===== config.mk =====
export PLATFORM = sky130hd
export DESIGN_NAME = alu_op_sequencer
export DESIGN_NICKNAME = d
export VERILOG_FILES = /design/src/rtl/alu_op_sequencer.sv
export SDC_FILE = /design/constraint.sdc
export NUM_CORES = 1
export LEC_CHECK = 0
export ABC_AREA = 1
export CAP_MARGIN = 10
export CORE_ASPECT_RATIO = 0.8
export CORE_UTILIZATION = 53
export DETAILED_ROUTE_END_ITERATION = 8
export PLACE_DENSITY = 0.79
export SYNTH_ARGS = -nofsm -noshare
export SYNTH_HDL_FRONTEND = slang
export SYNTH_SLANG_ARGS = --single-unit

===== constraint.sdc =====
create_clock -name clk -period 5.4 [get_ports clk]
set_input_delay 1.08 -clock clk [delete_from_list [all_inputs] [get_ports clk]]
set_output_delay 1.08 -clock clk [all_outputs]
set_load 0.01 [all_outputs]

===== src/rtl/alu_op_sequencer.sv =====
// alu_op_sequencer: FIFO-buffered issue stage that drives a combinational alu
// and presents registered results on a valid/ready output with error flagging.
module alu_op_sequencer #(
    parameter int W     = 4,
    parameter int DEPTH = 4
) (
    input  logic         clk,
    input  logic         rst_n,
    input  logic         in_valid,
    output logic         in_ready,
    input  logic [W-1:0] in_x,
    input  logic [W-1:0] in_y,
    input  logic [2:0]   in_op,
    output logic [W-1:0] alu_x,
    output logic [W-1:0] alu_y,
    output logic [2:0]   alu_op,
    input  logic [W-1:0] alu_result,
    output logic         out_valid,
    input  logic         out_ready,
    output logic [W-1:0] out_result,
    output logic         out_err,
    output logic [7:0]   done_cnt
);
    localparam int AW = $clog2(DEPTH);
    localparam logic [AW:0] FULL = (AW+1)'(DEPTH);
    logic [W-1:0]  mem_x  [DEPTH];
    logic [W-1:0]  mem_y  [DEPTH];
    logic [2:0]    mem_op [DEPTH];
    logic [AW-1:0] wr_ptr;
    logic [AW-1:0] rd_ptr;
    logic [AW:0]   count;
    logic          busy;
    logic          push;
    logic          pop;
    logic          drain;
    always_comb begin
        busy     = count != '0;
        in_ready = count != FULL;
        push     = in_valid && in_ready;
        pop      = busy && (!out_valid || out_ready);
        drain    = out_valid && out_ready;
        alu_x    = busy ? mem_x[rd_ptr] : '0;
        alu_y    = busy ? mem_y[rd_ptr] : '0;
        alu_op   = busy ? mem_op[rd_ptr] : '0;
    end
    always_ff @(posedge clk) begin
        if (push) begin
            mem_x[wr_ptr]  <= in_x;
            mem_y[wr_ptr]  <= in_y;
            mem_op[wr_ptr] <= in_op;
        end
    end
    // op[2] set means the alu does not decode it, so its result is discarded
    always_ff @(posedge clk or negedge rst_n) begin
        if (!rst_n) begin
            wr_ptr     <= '0;
            rd_ptr     <= '0;
            count      <= '0;
            out_valid  <= 1'b0;
            out_result <= '0;
            out_err    <= 1'b0;
            done_cnt   <= '0;
        end else begin
            if (push) wr_ptr <= wr_ptr + 1'b1;
            if (pop) rd_ptr <= rd_ptr + 1'b1;
            count <= count + (AW+1)'(push) - (AW+1)'(pop);
            if (pop) begin
                out_valid  <= 1'b1;
                out_result <= alu_op[2] ? '0 : alu_result;
                out_err    <= alu_op[2];
            end else if (drain) begin
                out_valid <= 1'b0;
            end
            if (drain) done_cnt <= done_cnt + 8'd1;
        end
    end
endmodule

==> summary.txt, run 1 <==
Relative area change from synthesis to final layout = 25.79%
Total count of hold-check failures in the final report = 0
Number of instances in the synthesized netlist = 245
Count of warning messages emitted by the tools = 29
Destination of the worst register-to-register timing path = count[2]$_DFF_PN0_
Crit end category = output pin
Hold bufs inserted after CTS = 0
Cells traversed along the worst timing path = inv_2, nand2_1, nand3_1, nand2_2, nor2_1, clkdlybuf4s50_1
Inserted Clock Buffers = 9
Iter 0 DRT Violations = 160
Post-detailed-route count of antenna-violating nets = 0
Cycle use final = 0.6731
Die ar. = 5466 µm²
Clock root buffer = sky130_fd_sc_hd__clkbuf_8
Ratio of cells with drive above 1 in the final layout = 0.07718
Time the final worst path needs with I/O delays and setup = 3.635 ns
Overall die height = 66.33 µm
Yosys warning total = 0
Routed via count divided by cell count = 5.253
Source of the worst hold timing path = out_result[0]$_DFFE_PN0P_
Fmax = 0.2751 GHz
Maximum number of pins on one net before global-route repair = 25
Result of the run = complete, no violations
Clock tree from TritonCTS = yes
GP Congestion = 0.7761
Maximum root-to-sink buffer count = 2
Worst hold slack across all endpoints = 0.5028 ns
Req. time, crit path = 4.32 ns
Unrepaired setup endpoints after global routing = false
Post-detailed-route wirelength per cell = 14.64 µm
Setup fix buffers added after clock tree synthesis = 0
Residual overflow from global routing = 0
Normalized max-slew margin = 0.2892
Hold path depth = 2
Hold Path Class = reg2reg
Flops after synth = 65
Cell area after synthesis = 2741 µm²
==> run 1: state kept, by name, indices dropped and copies added (netlist names) <==
register,flops
out_result,4
out_valid,1
wr_ptr,2
count,3
rd_ptr,2
mem_op,12
done_cnt,8
mem_y,16
mem_x,16
out_err,1
==> run 1: kinds of logic (layout without fill, tap and decap cells) <==
family	Yosys count	count (layout)	share of synthesized area
and+or+nand+nor	98	98	0.1447
DFF	65	65	0.6737
AOI/OAI and AO/OA	35	35	0.06390
buffers and inverters	31	84	0.05203
adders and majority gates	8	8	0.03925
xor gates and xnor gates	7	7	0.02236
muxes	1	1	0.004107
==> run 1: Yosys cell counts (all sizes together) <==
master	number	area, µm²
xor2	4	35.03
nand4	2	12.51
inv	24	90.09
xnor2	3	26.28
nand3	9	45.04
clkbuf	1	3.750
o21ai	22	110.1
ha	7	87.58
dfrtp	21	525.5
nand2	29	116.4
edfxtp	44	1321
fa	1	20.02
nor2	58	222.7
mux2	1	11.26
a21oi	13	65.06
buf	6	48.79
==> run 1: worst max-delay path by stage <==
stage          slack [ns]             startpoint  depth (start not counted)                 end
2_1_floorplan        2.86              out_ready                          9  count[2]$_DFF_PN0_
3_3_place_gp         2.29              out_ready                         10  count[2]$_DFF_PN0_
3_5_place_dp         2.16  rd_ptr[0]$_DFFE_PN0P_                          6           alu_op[2]
4_1_cts              1.77  rd_ptr[0]$_DFFE_PN0P_                          6           alu_op[2]
5_1_grt              1.55  rd_ptr[0]$_DFFE_PN0P_                          6           alu_op[2]
6_report             1.77  rd_ptr[0]$_DFFE_PN0P_                          6           alu_op[2]
==> run 1: cell type report <==
class	instances	area (µm²)
clock buffers	9	123.9
clock inverters	7	117.6
inverters	24	90.09
well taps	62	77.57
fillers	369	1530
repair buffers	44	440.4
flip-flops and latches	65	1847
multi-input cells	149	752.0
==> run 1: critical path, delay by kind of cell (launching register included) <==
family	cells	cell delay, ns
flops	1	0.84
simple gates	4	0.49
buf+inv	2	0.89
==> run 1: per-layer routing <==
layer	wire length (µm)	vias to the layer above	track usage
met5	0	-	0
met4	125	0	0.1096
met3	230	12	0.05931
met2	2617	56	0.3626
met1	2297	912	0.2810
li1	-	911	-
==> run 1: stage by stage <==
step | utilization | total power, mW | setup WS (ns) | instance area [µm²] | cells
after detailed placement | 0.6441 | 1.562 | 2.164 | 3207 | 344
after CTS | 0.6926 | 2.064 | 1.770 | 3448 | 360
after global placement | 0.6441 | 1.528 | 2.290 | 3207 | 344
after global routing | 0.6926 | 2.189 | 1.546 | 3448 | 360
after floorplan | - | 1.231 | 2.862 | 2741 | 245
final | 0.6926 | 2.051 | 1.765 | 3448 | 360
==> run 1: where the power goes <==
part,switching [mW],internal (mW)
logic,0.410,0.361
registers,0.111,0.677
clock network,0.185,0.306
total,0.706,1.34
Run 1, placed standard cells:
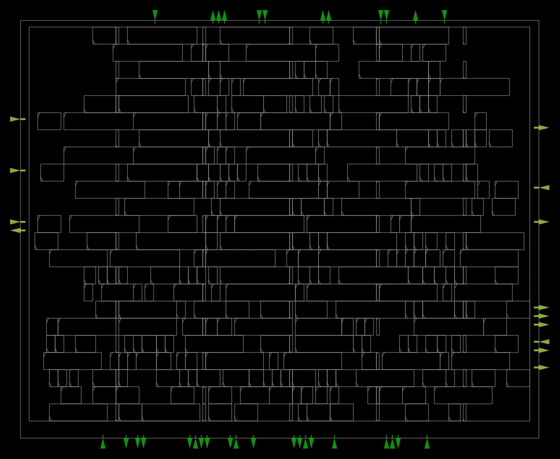
placeable core region: 4979 µm²
utilization after layout: 0.6926
tally of non-filler cells in the final layout: 360
share of the final layout cell area in sequential cells: 0.5356
row count: 23

Run 1, met3 routing:
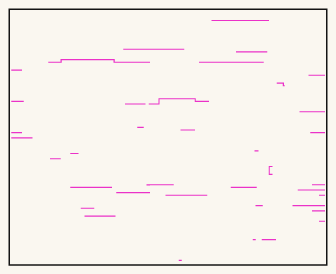
nets with wire on the layer: 29
main direction: horizontal
share of all routed wire: 4.4%
met3 Track Usage GR: 0.05931
wire length reported by the detailed router: 5.270 mm
via count: 1,891

Run 1, clock network drawn from the DEF:
Scale bar: 20 µm.
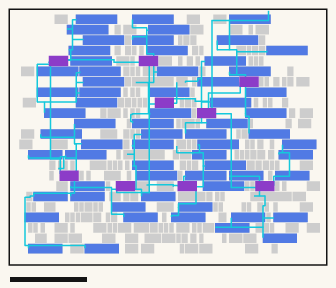
[cyan] clock wires | length: 676 µm
[blue] flip-flops | count: 65
[purple] clock drivers | count: 9
routed clock nets: 10
flops lie: spread over the die

Run 1, pin map:
Pins as bars across the die edge, other pins in gray.
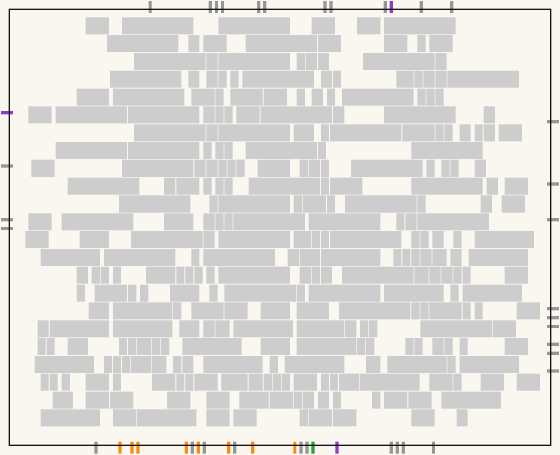
| color | port | pins | direction | edge |
|---|---|---|---|---|
| orange | done_cnt | 8 | output | bottom |
| purple | in_op | 3 | input | 1 top, 1 left, 1 bottom |
| green | out_valid | 1 | output | bottom |

==> run 2: changes to the inputs <==
==> constraint.sdc (replaced) <==
create_clock -name clk -period 3.7 [get_ports clk]
set_input_delay 0.74 -clock clk [delete_from_list [all_inputs] [get_ports clk]]
set_output_delay 0.74 -clock clk [all_outputs]
set_load 0.01 [all_outputs]
Run 2, placed standard cells:
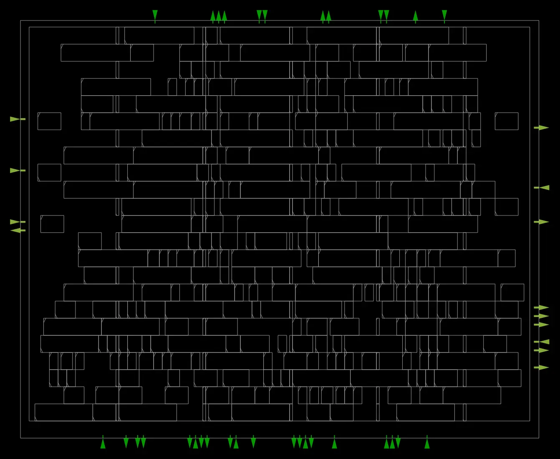
well tap count: 62
share of the final layout cell area in sequential cells: 0.5375
tally of non-filler cells in the final layout: 366
utilization after layout: 0.6901
tally of filler cells in the layout: 369

Run 2, met3 routing:
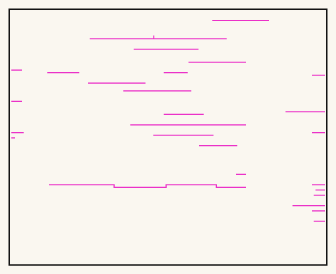
longest straight run: 35.4 µm
wire length on this layer: 296 µm

==> run 2 against run 1 <==
Effect of this change:
- combinational power is 53% higher
- clock-buffer cell count rose by 3
- design area down 0.36%
- clock power is about 10% higher
- critical endpoint unchanged
- largest cell class unchanged
- largest power group is now combinational logic
==> summary.txt, run 2 <==
Relative area change from synthesis to final layout = 25.33% (was 25.79%)
Normalized max-slew margin = 0.3689 (was 0.2892)
Unrepaired setup endpoints after global routing = false (unchanged)
GP Congestion = 0.8027 (was 0.7761)
Adder share = 0.03925 (unchanged)
Simple-gate share of the synthesized area = 0.1447 (unchanged)
Hold Path Class = reg2reg (unchanged)
Result of the run = complete, no violations (unchanged)
Hold bufs inserted after CTS = 0 (unchanged)
Yosys warning total = 0 (unchanged)
MUX area fraction = 0.004108 (unchanged)
Cell area after placement = 3252 µm² (was 3207 µm²)
Worst hold slack across all endpoints = 0.4884 ns (was 0.5028 ns)
Count of library flops with an enable pin = 44 (unchanged)
Post-synth top area share = 0.4820 (unchanged)
Cells traversed along the worst timing path = inv_2, nand2_1, nand3_1, nand2_2, nor2_1, clkdlybuf4s50_1 (unchanged)
Total power = 2.829 mW (was 2.051 mW)
Minimum setup slack after placement = 0.8825 ns (was 2.164 ns)
Area used by sequential logic in the layout = 1847 µm² (unchanged)
Most used flip-flop cell = sky130_fd_sc_hd__edfxtp_1 (unchanged)
Area of the multi-input gates = 752.0 µm² (unchanged)
Cell area after synthesis = 2741 µm² (unchanged)
Maximum number of pins on one net before global-route repair = 25 (unchanged)
Residual overflow from global routing = 0 (unchanged)
Die ar. = 5466 µm² (unchanged)
Flops after synth = 65 (unchanged)
Destination of the worst register-to-register timing path = count[2]$_DFF_PN0_ (unchanged)
Top area cell types = sky130_fd_sc_hd__edfxtp_1 48%, sky130_fd_sc_hd__dfrtp_1 19%, sky130_fd_sc_hd__nor2_1 7.7% (unchanged)
Setup fix buffers added after clock tree synthesis = 0 (unchanged)
Hold path depth = 2 (unchanged)
Req. time, crit path = 2.96 ns (was 4.32 ns)
Overall die height = 66.33 µm (unchanged)
Cell type with the largest total area after synthesis = sky130_fd_sc_hd__edfxtp_1 (unchanged)
Fraction of the mapped netlist area in compound gates = 0.06390 (unchanged)
Row count = 23 (unchanged)
Post-detailed-route count of antenna-violating nets = 0 (unchanged)
Total count of hold-check failures in the final report = 0 (unchanged)
Routed via count divided by cell count = 4.948 (was 5.253)
run 2: cell counts after synthesis:
No cell type changed its count.
run 2: logic make-up (layout without fill, tap and decap cells):
group | Yosys count | in the layout
xor gates and xnor gates | 7 | 7
adders and majority gates | 8 | 8
buffers and inverters | 31 | 90
and+or+nand+nor | 98 | 98
DFF | 65 | 65
AOI/OAI and AO/OA | 35 | 35
muxes | 1 | 1
run 2: tightest hold or removal path: stages, from the launching register on:
cell                      delay, ns
sky130_fd_sc_hd__dfrtp_1       0.35
sky130_fd_sc_hd__nand2_1       0.05
sky130_fd_sc_hd__nand2_1       0.05
run 2: metal layers:
metal / track usage / up-vias / part of all wire
met5: 0 / - / 0
met4: 0.09430 / 0 / 0.012
met3: 0.09241 / 4 / 0.059
met2: 0.3378 / 45 / 0.50
met1: 0.2518 / 840 / 0.42
li1: - / 922 / -
run 2: layout make-up:
cell class	count	share of cell area
Clock buffer	12	0.04552
Clock inverter	4	0.008012
Inverter	24	0.02622
Multi-Input combinational cell	149	0.2189
Sequential cell	65	0.5375
Tap cell	62	0.02258
Timing Repair Buffer	50	0.1413
run 2: how the worst max path moves through the flow:
| stage | startpoint | end | depth (start not counted) |
|---|---|---|---|
| 3_3_place_gp | out_ready | count[2]$_DFF_PN0_ | 10 |
| 3_5_place_dp | out_ready | count[2]$_DFF_PN0_ | 10 |
| 2_1_floorplan | out_ready | count[2]$_DFF_PN0_ | 9 |
| 6_report | rd_ptr[0]$_DFFE_PN0P_ | alu_op[2] | 6 |
| 4_1_cts | rd_ptr[0]$_DFFE_PN0P_ | alu_op[2] | 6 |
| 5_1_grt | rd_ptr[0]$_DFFE_PN0P_ | alu_op[2] | 6 |
run 2: where the power goes:
group	internal, mW	switching (mW)
combinational	0.556	0.629
sequential	0.986	0.119
clock	0.283	0.257
total	1.82	1.00
Power figures rest on the tool's default switching activity, not on a simulated workload.
